==> src/rtl/iqdemap_16qam.sv <==
`default_nettype none
// ============================================================================
//  Module   : iqdemap_16qam
//  Brief    : Hard-decision 16QAM demapper with 128-bit word packer and a
//             one-word output register behind a valid/busy writer handshake.
//             Define IQDEMAP_16QAM_THR_EN to add a runtime `thr` port.
//  Revision : 1.0 - initial release
// ============================================================================
module iqdemap_16qam #(
  parameter int WIDTH = 10,
  parameter int UNIT  = 64
) (
  input  logic             CLK,
  input  logic             RST,
  input  logic             ce,
  input  logic             valid_i,
  input  logic [WIDTH-1:0] i_data,
  input  logic [WIDTH-1:0] q_data,
`ifdef IQDEMAP_16QAM_THR_EN
  input  logic [WIDTH-2:0] thr,
`endif
  input  logic             flush,
  output logic [127:0]     writer_data,
  output logic             writer_en,
  input  logic             writer_busy,
  output logic             ovf,
  output logic [4:0]       sym_cnt
);

  localparam logic [WIDTH:0] c_one = (WIDTH+1)'(1);

  logic [127:0] r_pack;
  logic [4:0]   r_sym_cnt;
  logic [127:0] r_writer_data;
  logic         r_writer_en;
  logic         r_ovf;

  logic [WIDTH:0] w_i_ext, w_q_ext, w_i_abs, w_q_abs, w_thr;
  logic [3:0]     w_nibble;
  logic           w_accept, w_complete, w_flush_emit, w_emit, w_xfer;
  logic [5:0]     w_cnt_after;
  logic [7:0]     w_shift;
  logic [127:0]   w_pack_next, w_word;

`ifdef IQDEMAP_16QAM_THR_EN
  assign w_thr = {2'b00, thr};
`else
  assign w_thr = (WIDTH+1)'(2 * UNIT);
`endif

  // One extra bit keeps |most-negative| representable.
  assign w_i_ext = {i_data[WIDTH-1], i_data};
  assign w_q_ext = {q_data[WIDTH-1], q_data};
  assign w_i_abs = i_data[WIDTH-1] ? (~w_i_ext + c_one) : w_i_ext;
  assign w_q_abs = q_data[WIDTH-1] ? (~w_q_ext + c_one) : w_q_ext;

  assign w_nibble = {i_data[WIDTH-1], q_data[WIDTH-1],
                     (w_i_abs < w_thr), (w_q_abs < w_thr)};

  assign w_accept    = ce & valid_i;
  assign w_pack_next = w_accept ? {r_pack[123:0], w_nibble} : r_pack;
  assign w_cnt_after = {1'b0, r_sym_cnt} + {5'b00000, w_accept};
  assign w_complete  = (w_cnt_after == 6'd32);
  assign w_flush_emit = ce & flush & ~w_complete & (w_cnt_after != 6'd0);
  assign w_emit      = w_complete | w_flush_emit;
  assign w_xfer      = r_writer_en & ~writer_busy;

  // Left-align a partial word; a full word has a zero shift.
  assign w_shift = {6'd32 - w_cnt_after, 2'b00};
  assign w_word  = w_pack_next << w_shift;

  always_ff @(posedge CLK or posedge RST) begin
    if (RST) begin
      r_pack        <= '0;
      r_sym_cnt     <= '0;
      r_writer_data <= '0;
      r_writer_en   <= 1'b0;
      r_ovf         <= 1'b0;
    end else if (ce) begin
      r_pack    <= w_emit ? '0 : w_pack_next;
      r_sym_cnt <= w_emit ? 5'd0 : w_cnt_after[4:0];
      if (w_emit && (!r_writer_en || w_xfer)) begin
        r_writer_data <= w_word;
        r_writer_en   <= 1'b1;
      end else begin
        if (w_emit) begin
          r_ovf <= 1'b1;
        end
        if (w_xfer) begin
          r_writer_en <= 1'b0;
        end
      end
    end
  end

  assign writer_data = r_writer_data;
  assign writer_en   = r_writer_en;
  assign ovf         = r_ovf;
  assign sym_cnt     = r_sym_cnt;

endmodule
`default_nettype wire

==> config.mk <==
export PLATFORM = sky130hd
export DESIGN_NAME = iqdemap_16qam
export DESIGN_NICKNAME = d
export VERILOG_FILES = /design/src/rtl/iqdemap_16qam.sv
export SDC_FILE = /design/constraint.sdc
export NUM_CORES = 1
export LEC_CHECK = 0
export CORE_MARGIN = 10
export CORE_UTILIZATION = 34
export CTS_BUF_LIST = sky130_fd_sc_hd__clkbuf_8
export CTS_CLUSTER_DIAMETER = 100
export DETAILED_ROUTE_END_ITERATION = 16
export GPL_ROUTABILITY_DRIVEN = 0
export SYNTH_ARGS = -nofsm -noshare
export SYNTH_HDL_FRONTEND = slang
export SYNTH_SLANG_ARGS = --single-unit
==> constraint.sdc <==
create_clock -name CLK -period 9.8 [get_ports CLK]
set_clock_uncertainty 0.1 [all_clocks]
set_input_delay 1.47 -clock CLK [delete_from_list [all_inputs] [get_ports CLK]]
set_output_delay 1.47 -clock CLK [all_outputs]
set_load 0.01 [all_outputs]
**Clock wires, drivers and flops**

Scale bar: 50 µm.
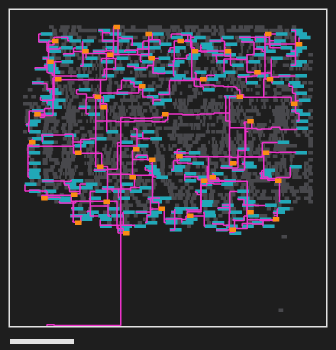
legend:
  clock wires:
    color: magenta
    length: 4350 µm
  flip-flops:
    color: cyan
    count: 263
  cells driving clock nets:
    color: orange
    count: 46
routed clock nets: 47

**Cell sizes after repair**

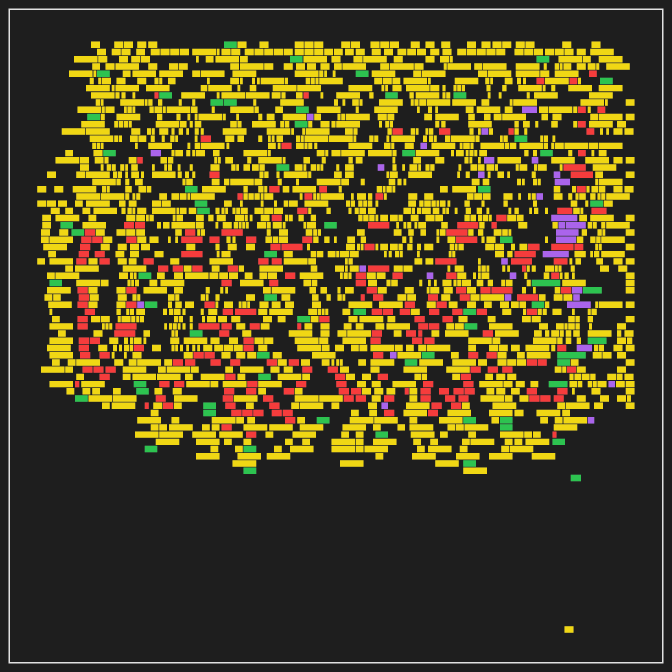
legend:
  drive 3 to 4:
    color: purple
    cells: 32
    most_used: buf_4
  drive 1 or less:
    color: yellow
    cells: 1520
    most_used: dfrtp_1
  drive 6 and up:
    color: green
    cells: 65
    most_used: clkbuf_8
  drive 2:
    color: red
    cells: 214
    most_used: mux2_2
bufs w/o clock: 180
final setup margin: 3.22 ns
layout overhead on the synthesized area: 16.3%
fin area: 20100 µm²

**Register map, names as in the netlist**

Scale bar: 50 µm.
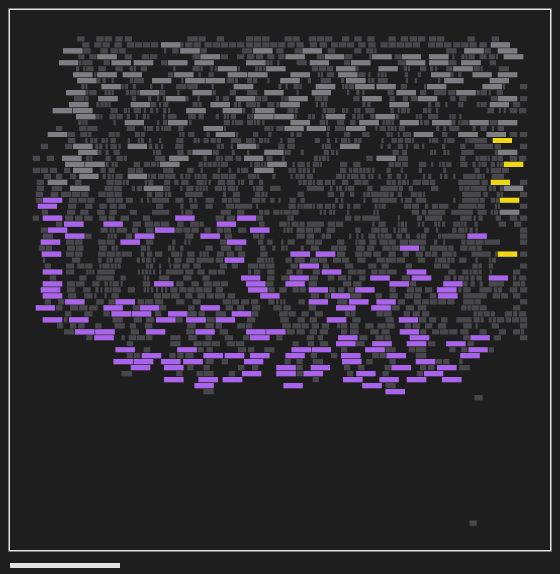
legend:
  `sym_cnt`:
    color: yellow
    placed_flops: 5
  `r_pack`:
    color: purple
    placed_flops: 128

**Wiring heat map**

25 x 25 tiles, from dark blue (low) to red (high), scaled to the fullest tile. Values are wire area over tile area, all layers added.
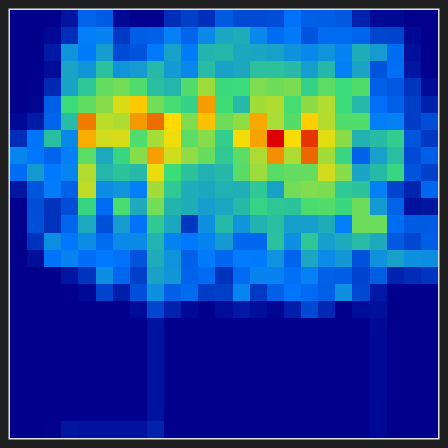
tiles over half the peak: 14%
mean over tiles: 0.17
emptiest ninth of the die: south-west
densest ninth of the die: north
fullest tile: 0.76
GR Util All Layers: 19.7%
via count: 15000
drt wl/cell: 24.6 µm

**Cell outlines without signal wires**

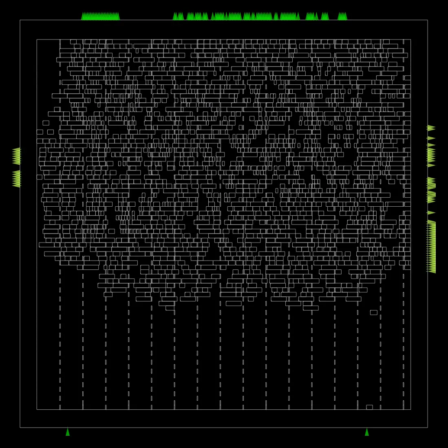
core area: 50300 µm²
FILL cells: 4944
Tap Cells: 672
Finished Core Util: 40.1%
Rows: 82

==> results.txt <==
fresh numbers from the pnr run: total power=6.00 mW, f_max=0.152 GHz, Hold Buf Count CTS=0, placed inst area=19200 µm², GR Overflow Total=0, Top area cell types=dfrtp_1 38%, mux2i_1 11%, mux2_2 10%, Worst EP required=10.22 ns, Mapped Cells=1722, post-route ant nets=0, yosys cell count=1722, Post-Synthesis Cell Area=17300 µm², Top Ports=161, Final nets=1823, CTS tree=yes, final setup TNS=0 ns, Flops after synth=263, cell area power density=298 nW/µm², first-pass GRT wire length=93800 µm, setup bufs post-CTS=0, cell taking the most area after synthesis=dfrtp_1, Num CTS Buffers=46, status=completed, max_cap viols=0, most frequent cells in the layout=263 x dfrtp_1, 186 x mux2i_1, 165 x a22o_1, Yosys Warn Count=0, Tcrit/Tclk final=67.1%, endpoints failing hold=0, Met2 Routed Length=29400 µm, tool warning count=35, Slew Limit Fails=0, Period minus WS final=6.58 ns, placed cells=2418, root buffer cell=clkbuf_8, Post-Place Setup Slack=2.68 ns, register share after synthesis=38.0%, worst vdd rail ir drop=0.195 mV, Arrival @ worst endpoint=7.00 ns, max_slew headroom=5.30%, Commonest flop=dfrtp_1, Worst Setup Start Kind=input pin, drt via density=5.99, M1 wire length=25300 µm, min-delay worst type=reg -> reg, clk ins delay skew pair=0.63 ns, Starting DRT DRC Count=1757, leak pwr=8.98 nW, number of distinct library cells after synthesis=83, # H-tree levels=2, clock sink total=263, Worst Setup Path Type=in -> reg, Final setup viols=0, # DRC=0, Top Metal Used=met5, unrepaired setup endpoints after global routing=no, Clk pin slew, worst setup/hold paths=0.06 ns, WL final=61600 µm, met3 WL post-DR=5020 µm, die height=246 µm, FP Core Util=34.4%, CP Max Fanout=68, share of cells above drive strength 1=17.0%, Die ar.=60400 µm², post-synthesis async set-or-reset flop share=100%, port buffer count=160, Synthesized Nets=1751, largest net degree at the start of global routing=127, Yosys top cell area share=38.0%, Layout Cells excl Fill=2505, initial antenna violation count=2, Slew @ Worst Pin=1.42 ns
==> metrics by stage <==
step | util, % | hold slack (ns)
3_5_place_dp | 38.1 | 0.359
4_1_cts | 40.1 | 0.373
6_report | 40.1 | 0.373
2_1_floorplan | - | 0.358
5_1_grt | 40.1 | 0.404
3_3_place_gp | 38.1 | 0.350
==> power breakdown <==
| group | internal [mW] | leakage [nW] | switching [mW] |
|---|---|---|---|
| sequential | 1.28 | 3.63 | 0.185 |
| combinational | 1.22 | 4.79 | 2.21 |
| clock | 0.594 | 0.559 | 0.498 |
==> critical path, cell delays in order <==
cell and delay, ns:
clkdlybuf4s50_1 0.72, nand2_8 0.52, inv_1 0.16, ha_4 0.84, inv_1 0.21, ha_2 0.26
and3_1 0.21, a31oi_4 0.36, xnor2_2 0.14, buf_4 0.35, nor2_1 1.07, a221oi_1 0.38
o21ai_0 0.24
==> sequential cells by signal (all words and copies together) (netlist names) <==
| name | count |
|---|---|
| ovf | 1 |
| sym_cnt | 5 |
| writer_data | 128 |
| writer_en | 1 |
| r_pack | 128 |
==> cells by family after synthesis <==
family	share of synthesized area (%)
AOI/OAI and AO/OA	23.1
xor gates and xnor gates	0.824
buffers and inverters	5.12
muxes	23.2
DFF	38.0
adders and majority gates	0.217
and+or+nand+nor	9.54
==> layout make-up <==
type	instances	area [µm²]
Fill cell	4944	30100
Multi-Input combinational cell	1290	9900
Sequential cell	263	6580
Timing Repair Buffer	180	1780
Tap cell	672	841
Clock buffer	59	812
Clock inverter	26	168
Inverter	13	57.6
Antenna cell	2	5.00
==> layer usage <==
metal | global-route usage [%] | vias up
met1 | 25.5 | 7503
met3 | 4.31 | 145
met2 | 31.8 | 703
met5 | 0 | -
met4 | 6.97 | 2
li1 | - | 6644
==> cell usage after synthesis, drive strengths merged, types with 7 or more instances <==
library cell / number
a32o: 7
mux4: 18
a211o: 9
mux2i: 186
clkbuf: 39
nor3: 19
o221ai: 7
a31oi: 7
o211ai: 16
a211oi: 21
o22ai: 26
inv: 13
mux2: 156
nand2: 168
a221o: 9
a21oi: 75
a2bb2oi: 8
o31ai: 13
buf: 117
a221oi: 8
a22o: 165
nor2: 133
a22oi: 14
nand3: 20
o21ai: 108
dfrtp: 263
==> worst paths after layout <==
kind	from	to	slack [ns]	cells after the start
worst max register to register	sym_cnt[0]	writer_data[96]	5.11	10
worst max-delay path	valid_i	writer_data[96]	3.22	13
max in group asynchronous	RST	writer_data[81]	6.59	3
worst min register to register	writer_data[90]	writer_data[90]	0.37	2
min in group asynchronous	RST	r_pack[20]	1.34	2
worst min-delay path	writer_data[90]	writer_data[90]	0.37	2
Power figures rest on the tool's default switching activity, not on a simulated workload.
